Fig. 1: supply network
Scale: 4 px per um. Pins as bars on the die edge.
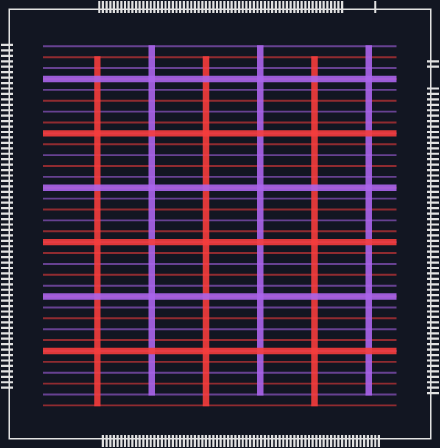
Fig. 2: clock routing
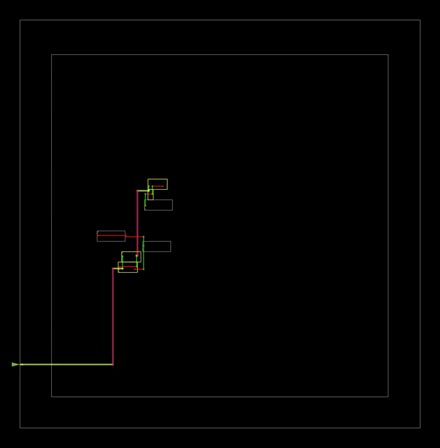
Fig. 3: placement density heat map
Scale: 4 px per um. The die is cut into 10 by 11 equal tiles; black is low, pale yellow is high, 0 to 100% covered.
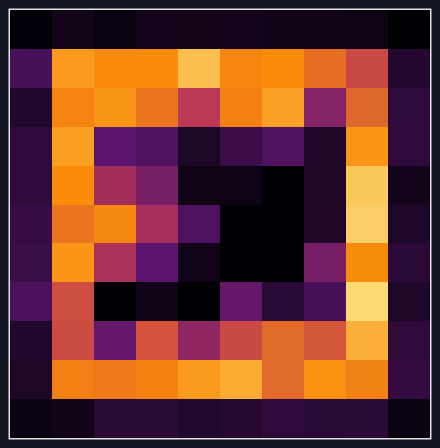
File: config.mk
export PLATFORM = sky130hd
export DESIGN_NAME = mem_arbiter
export DESIGN_NICKNAME = d
export VERILOG_FILES = /design/src/rtl/cpu_types_pkg.sv /design/src/rtl/mem_arbiter_perf.sv /design/src/rtl/mem_arbiter.sv
export SDC_FILE = /design/constraint.sdc
export NUM_CORES = 1
export LEC_CHECK = 0
export CORE_AREA = 8 8 97 99
export CTS_CLUSTER_SIZE = 14
export DETAILED_ROUTE_END_ITERATION = 12
export DIE_AREA = 0 0 105 107
export GPL_TIMING_DRIVEN = 0
export HOLD_SLACK_MARGIN = 0.08
export PLACE_DENSITY = 0.8
export SYNTH_ARGS = -nofsm -noshare
export SYNTH_HDL_FRONTEND = slang
export SYNTH_SLANG_ARGS = --single-unit
File: constraint.sdc
create_clock -name CLK -period 4.4 [get_ports CLK]
set_clock_uncertainty 0.15 [all_clocks]
set_input_delay 0.88 -clock CLK [delete_from_list [all_inputs] [get_ports CLK]]
set_output_delay 0.88 -clock CLK [all_outputs]
set_load 0.03 [all_outputs]
File: src/rtl/cpu_types_pkg.sv
// Shared CPU/memory types: word, RAM handshake state and the arbiter grant state.
// Also provides the arbitration priority function used by mem_arbiter.
package cpu_types_pkg;

    typedef logic [31:0] word_t;

    typedef enum logic [1:0] {
        FREE   = 2'd0,
        BUSY   = 2'd1,
        ACCESS = 2'd2,
        ERROR  = 2'd3
    } ramstate_t;

    typedef enum logic [1:0] {
        ARB_IDLE = 2'd0,
        ARB_I    = 2'd1,
        ARB_D    = 2'd2
    } arb_state_t;

    // On a tie the client that did not own the previous grant wins.
    function automatic arb_state_t arbitrate(input logic ireq, input logic dreq, input logic last_d);
        arb_state_t result;
        result = ARB_IDLE;
        if (ireq && dreq) begin
            result = last_d ? ARB_I : ARB_D;
        end else if (dreq) begin
            result = ARB_D;
        end else if (ireq) begin
            result = ARB_I;
        end
        return result;
    endfunction

endpackage

File: src/rtl/mem_arbiter_perf.sv
// Wrapping performance counter bank for the memory arbiter.
// Only compiled in when MEMARB_PERF_EN is defined.
`ifdef MEMARB_PERF_EN
module mem_arbiter_perf #(
    parameter int PERF_W = 32
) (
    input  logic              CLK,
    input  logic              nRST,
    input  logic              i_done,
    input  logic              d_done,
    input  logic              stall,
    input  logic              err,
    output logic [PERF_W-1:0] icnt,
    output logic [PERF_W-1:0] dcnt,
    output logic [PERF_W-1:0] stall_cnt,
    output logic [PERF_W-1:0] err_cnt
);

    localparam logic [PERF_W-1:0] ONE = {{(PERF_W-1){1'b0}}, 1'b1};

    logic [3:0]        inc;
    logic [PERF_W-1:0] cnt_reg [4];

    assign inc = {err, stall, d_done, i_done};

    genvar gi;
    generate
        for (gi = 0; gi < 4; gi++) begin : g_cnt
            always_ff @(posedge CLK) begin
                if (!nRST) begin
                    cnt_reg[gi] <= '0;
                end else if (inc[gi]) begin
                    cnt_reg[gi] <= cnt_reg[gi] + ONE;
                end
            end
        end
    endgenerate

    assign icnt      = cnt_reg[0];
    assign dcnt      = cnt_reg[1];
    assign stall_cnt = cnt_reg[2];
    assign err_cnt   = cnt_reg[3];

endmodule
`endif

File: src/rtl/mem_arbiter.sv
// Icache/dcache arbiter onto a single RAM port with sticky grants for dcache bursts.
// Define MEMARB_PERF_EN to add the icnt/dcnt/stall_cnt/err_cnt counter ports.
module mem_arbiter
    import cpu_types_pkg::*;
#(
    parameter int PERF_W = 32
) (
    input  logic        CLK,
    input  logic        nRST,
    input  logic        iREN,
    input  logic [31:0] iaddr,
    output logic        iwait,
    output logic [31:0] iload,
    input  logic        dREN,
    input  logic        dWEN,
    input  logic [31:0] daddr,
    input  logic [31:0] dstore,
    output logic        dwait,
    output logic [31:0] dload,
    output logic        ramREN,
    output logic        ramWEN,
    output logic [31:0] ramaddr,
    output logic [31:0] ramstore,
    input  logic [31:0] ramload,
    input  logic [1:0]  ramstate
`ifdef MEMARB_PERF_EN
    ,
    output logic [PERF_W-1:0] icnt,
    output logic [PERF_W-1:0] dcnt,
    output logic [PERF_W-1:0] stall_cnt,
    output logic [PERF_W-1:0] err_cnt
`endif
);

    arb_state_t state_reg, state_next;
    logic       last_d_reg, last_d_next;
    logic       dreq;
    ramstate_t  rs;

    assign dreq  = dREN | dWEN;
    assign rs    = ramstate_t'(ramstate);
    assign iload = ramload;
    assign dload = ramload;

    always_ff @(posedge CLK) begin
        if (!nRST) begin
            state_reg  <= ARB_IDLE;
            last_d_reg <= 1'b0;
        end else begin
            state_reg  <= state_next;
            last_d_reg <= last_d_next;
        end
    end

    // The owner keeps the grant while requesting; once it lets go we re-arbitrate
    // immediately so a handoff to the other cache costs no idle cycle.
    always_comb begin
        state_next = state_reg;
        case (state_reg)
            ARB_IDLE: state_next = arbitrate(iREN, dreq, last_d_reg);
            ARB_D:    state_next = dreq ? ARB_D : arbitrate(iREN, dreq, last_d_reg);
            ARB_I:    state_next = iREN ? ARB_I : arbitrate(iREN, dreq, last_d_reg);
            default:  state_next = ARB_IDLE;
        endcase
        last_d_next = last_d_reg;
        if (state_next == ARB_D) begin
            last_d_next = 1'b1;
        end else if (state_next == ARB_I) begin
            last_d_next = 1'b0;
        end
    end

    always_comb begin
        ramREN   = 1'b0;
        ramWEN   = 1'b0;
        ramaddr  = '0;
        ramstore = '0;
        iwait    = 1'b1;
        dwait    = 1'b1;
        case (state_reg)
            ARB_D: begin
                ramaddr  = daddr;
                ramstore = dstore;
                ramWEN   = dWEN;
                ramREN   = dREN & ~dWEN;
                dwait    = ~(dreq && (rs == ACCESS));
            end
            ARB_I: begin
                ramaddr = iaddr;
                ramREN  = iREN;
                iwait   = ~(iREN && (rs == ACCESS));
            end
            default: ;
        endcase
    end

`ifdef MEMARB_PERF_EN
    logic i_done, d_done, stall, err;

    assign i_done = (state_reg == ARB_I) && !iwait;
    assign d_done = (state_reg == ARB_D) && !dwait;
    assign stall  = ((state_reg == ARB_I) && dreq) || ((state_reg == ARB_D) && iREN);
    assign err    = (state_reg != ARB_IDLE) && (rs == ERROR);

    mem_arbiter_perf #(
        .PERF_W (PERF_W)
    ) u_perf (
        .CLK       (CLK),
        .nRST      (nRST),
        .i_done    (i_done),
        .d_done    (d_done),
        .stall     (stall),
        .err       (err),
        .icnt      (icnt),
        .dcnt      (dcnt),
        .stall_cnt (stall_cnt),
        .err_cnt   (err_cnt)
    );
`else
    logic unused_perf_w;
    assign unused_perf_w = (PERF_W > 0);
`endif

endmodule

==> summary.rpt <==
=== SYNTHESIS / PLACE & ROUTE SUMMARY ===
----------------------------------------------------
[Outcome]
  Status ........................ complete, no violations

[Yosys]
  Post-synthesis cell count ........................ a little over 200
  Dominant comb cell ........................ buffers and inverters
  Mean instance size in the synthesized netlist ........................ 7.12 um2
  Synthesis area per yosys ........................ about 1500 um2
  Portion of netlist area occupied by mux cells ........................ 0.683%
  Tally of yosys warning messages ........................ 0
  Aoi/oai-family share of the synthesized area ........................ 17.7%
  Number of distinct library cells after synthesis ........................ 20
  Seq share, synth ........................ 4.10%
  Synth Cell Area ........................ 1470 um2
  Total nets after synthesis ........................ about 350
  Cell count in the Yosys report ........................ 206
  Synthesized-area fraction occupied by adder cells ........................ 4.27%
  Ys flops ........................ 3
  Xor and xnor area share after synthesis ........................ 0%
  Synthesized-area fraction occupied by and/or/nand/nor cells ........................ 35.3%

[Die]
  Chip area ........................ around 11000 um2
  Top-level I/O count ........................ 267
  Die width ........................ about 110 um
  Share of the core filled by cells before placement ........................ 18.5%
  Site Rows ........................ 33
  Area of the placeable core ........................ 7930 um2
  Vertical die size ........................ 107 um

[Route]
  Number of antenna-violating nets in the routed design ........................ 0
  Wire per inst ........................ ~17 um
  Routed WL ........................ 9150 um
  Via count normalized by instance count ........................ 4.05
  Via count ........................ ~2200
  DRC violation total after the first TritonRoute iteration ........................ 42
  Initial DRT Pass Iterations ........................ 4
  DRC errors left ........................ 0

[Place]
  Port Buffers ........................ 234
  Setup Slack @ Placement ........................ about 0.95 ns
  Global placer's final weighted congestion ........................ 0.795
  Post-detailed-placement half-perimeter wirelength ........................ about 8200 um

[Clock network]
  Hold-fix buffer count after cts ........................ 0
  Post CTS Setup Buffer Count ........................ 0
  CTS tree ........................ done
  Maximum count of clock buffers along a single path ........................ 2
  Resized Gates After CTS ........................ 0
  Root buffer selected by CTS ........................ clkbuf_8
  Worst-path clk slew ........................ roughly 0.03 ns
  H-Tree Level Count ........................ 1
  Clock buffer count from CTS ........................ 3

[Min path]
  Start point of the worst hold path ........................ last_d_reg$_SDFFE_PN0P_
  Type of the worst min-delay path ........................ reg -> reg
  Hold Path Stages ........................ 2
  Endpoint, Worst Hold ........................ last_d_reg$_SDFFE_PN0P_

[Layout]
  Sequential Area ........................ 60.1 um2
  Combinational gate area ........................ 851 um2
  Count of nets after finishing ........................ approximately 590
  Max reg flops ........................ 2
  Diode count ........................ 0
  Count of filler cells inserted in the layout ........................ 754
  Layout-stage area growth over the synthesis result ........................ 172%
  Proportion of layout cells with a drive suffix above 1 ........................ around 17%

[STA]
  Slew of the pin with the lowest slew margin ........................ 0.478 ns
  Worst rel slew slack ........................ 68.1%
  Total count of max-transition violations in the final report ........................ 0
  TNS Setup ........................ 0 ns
  Worst-case hold slack ........................ 0.405 ns
  Count of endpoints failing hold in the final timing report ........................ 0
  Count of final setup violators ........................ 0
  Fmax achieved ........................ between 0.2 and 0.3 GHz
  Worst path setup slack after routing ........................ 0.949 ns
  Post-route clock period utilization ........................ about 78%
  Unrepaired setup endpoints after global routing ........................ false
  Period minus WS final ........................ 3.45 ns

[Critical path]
  Setup Crit Path Kind ........................ in -> out
  Kind of end point of the critical path ........................ primary output
  FF-to-FF path depth ........................ 9
  Type of origin of the critical path ........................ primary input
  R2R Path End ........................ last_d_reg$_SDFFE_PN0P_
  Arrival time of data at the critical path endpoint ........................ 2.42 ns
  Reg2Reg Launch Point ........................ state_reg[0]$_SDFF_PN0_
  Reg2reg setup slack ........................ 2.17 ns
  Largest driver fanout on the critical path ........................ 2
  Worst EP required ........................ 3.37 ns

[Global route]
  Vias in the first global route ........................ ~2500
  Largest net degree at the start of global routing ........................ 11
  GRT Total Usage ........................ roughly 15%
  Number of antenna violations at the first check in global routing ........................ 0
  GR Layer Usage met2 ........................ 30.4%
  Wire length of the first global-routing pass ........................ 14000 um
  Aggregate global routing overflow ........................ 0
  Grt met1 use ........................ between 10% and 20%
  Met3 global-route usage ........................ 6.72%
  Global route hottest layer ........................ met2

[Power and ir drop]
  Power density over the cells ........................ between 150 and 200 nW/um2
  Switching power total ........................ approximately 0.36 mW
  Total leakage power ........................ 1.55 nW
  Comb power frac ........................ 85.3%
  Peak supply drop ........................ ~0.00014 V
  Relative contribution of the clock network to total power ........................ 10.1%
  Internal Pwr Total ........................ about 0.43 mW
  Fraction of power spent switching nets ........................ 45.6%
  Seq pwr share ........................ about 4.6%

[Flow run]
  Reported max-cap violation count ........................ 0
  Log Warnings ........................ 29

----------------------------------------------------
Back to the opening pictures, Fig. 1:
net	color
VSS	red
VDD	purple
met4 straps	6
rows	33
met1 rails	34
signal pins	267

Back to the opening pictures, Fig. 2:
clock insertion delay at the later pin of the skew report: 0.22 ns
clock network power: 0.0803 mW
FF+latch count: 3
Clock Sinks: 3

Back to the opening pictures, Fig. 3:
emptiest ninth of the die	center
tiles over 75% full	14%
mean over tiles	34%
fullest tile	92%
nearly empty tiles	8.2%

[logic make-up after synthesis]
logic type,count (synthesis)
buffers and inverters,81
and+or+nand+nor,81
AOI/OAI and AO/OA,35
adders and majority gates,5
DFF,3
muxes,1
[cell type report]
type | instances | area share, %
Multi-Input combinational cell | 122 | 21.4
Sequential cell | 3 | 1.51
Tap cell | 105 | 3.30
Inverter | 2 | 0.188
Clock buffer | 4 | 1.13
Timing Repair Buffer | 234 | 58.8
Buffer | 79 | 13.8
[critical path, stage by stage]
cell and delay, ns:
clkdlybuf4s50_1 0.54, nand2_1 0.08, o21ai_1 0.11, and2_1 0.13, clkdlybuf4s50_1 0.68
[cells in the mapped netlist (all sizes together)]
library cell,n,area share (%)
nand3,1,0.34
o31ai,1,0.51
o21ai,1,0.34
mux2i,1,0.68
a211oi,1,0.51
clkbuf,8,2.0
nand3b,3,1.5
inv,2,0.51
nor3,3,1.0
dfxtp,3,4.1
buf,71,35
nor2,1,0.77
nor2b,35,15
and2,34,15
a22oi,32,16
nor4b,1,1.0
nand2,2,0.51
or4b,1,0.68
ha,5,4.3
[cell usage in the layout (no fill, tap or decap)]
master / n
nand2_1: 2
nor2_4: 1
or4b_1: 1
o21ai_1: 1
a211oi_1: 1
clkbuf_1: 9
nor2b_1: 35
a22oi_1: 32
nor4b_2: 1
nor3_1: 3
buf_2: 6
inv_1: 2
buf_4: 65
nand3_1: 1
clkdlybuf4s50_1: 234
mux2i_1: 1
dfxtp_1: 3
and2_1: 34
ha_1: 5
o31ai_1: 1
clkbuf_8: 3
nand3b_1: 3
[worst max-delay path by stage]
stage          depth (start not counted)  slack [ns]            to                     from
3_5_place_dp                           5        0.95        ramREN                     dREN
5_1_grt                                7        0.81  ramstore[30]  state_reg[0]$_SDFF_PN0_
2_1_floorplan                          6        1.90   ramaddr[10]  state_reg[0]$_SDFF_PN0_
4_1_cts                                7        0.93  ramstore[27]  state_reg[0]$_SDFF_PN0_
3_3_place_gp                           5        0.93        ramREN                     iREN
6_report                               5        0.95        ramREN                     dREN
[power by group through the flow]
stage | combinational (mW) | clock, mW | sequential, mW
5_1_grt | 0.722 | 0.0857 | 0.0372
2_1_floorplan | 0.375 | 0 | 0.0357
3_3_place_gp | 0.675 | 0 | 0.0362
3_5_place_dp | 0.683 | 0 | 0.0364
6_report | 0.676 | 0.0803 | 0.0362
4_1_cts | 0.687 | 0.0822 | 0.0360
[through the flow]
step	utilization [%]	std cells	total power, mW	area (um2)
after detailed placement	49.7	545	0.720	3940
after floorplan	-	206	0.410	1470
after global routing	50.3	549	0.844	3990
after global placement	49.7	545	0.712	3940
after CTS	50.3	549	0.805	3990
final	50.3	549	0.793	3990
[per-layer routing]
layer | share of wire (%) | vias to the layer above
met2 | 56 | 130
met5 | 0 | -
met4 | 0.95 | 0
met1 | 32 | 987
met3 | 11 | 8
li1 | - | 1097
Power is estimated from default activity; no workload was simulated.
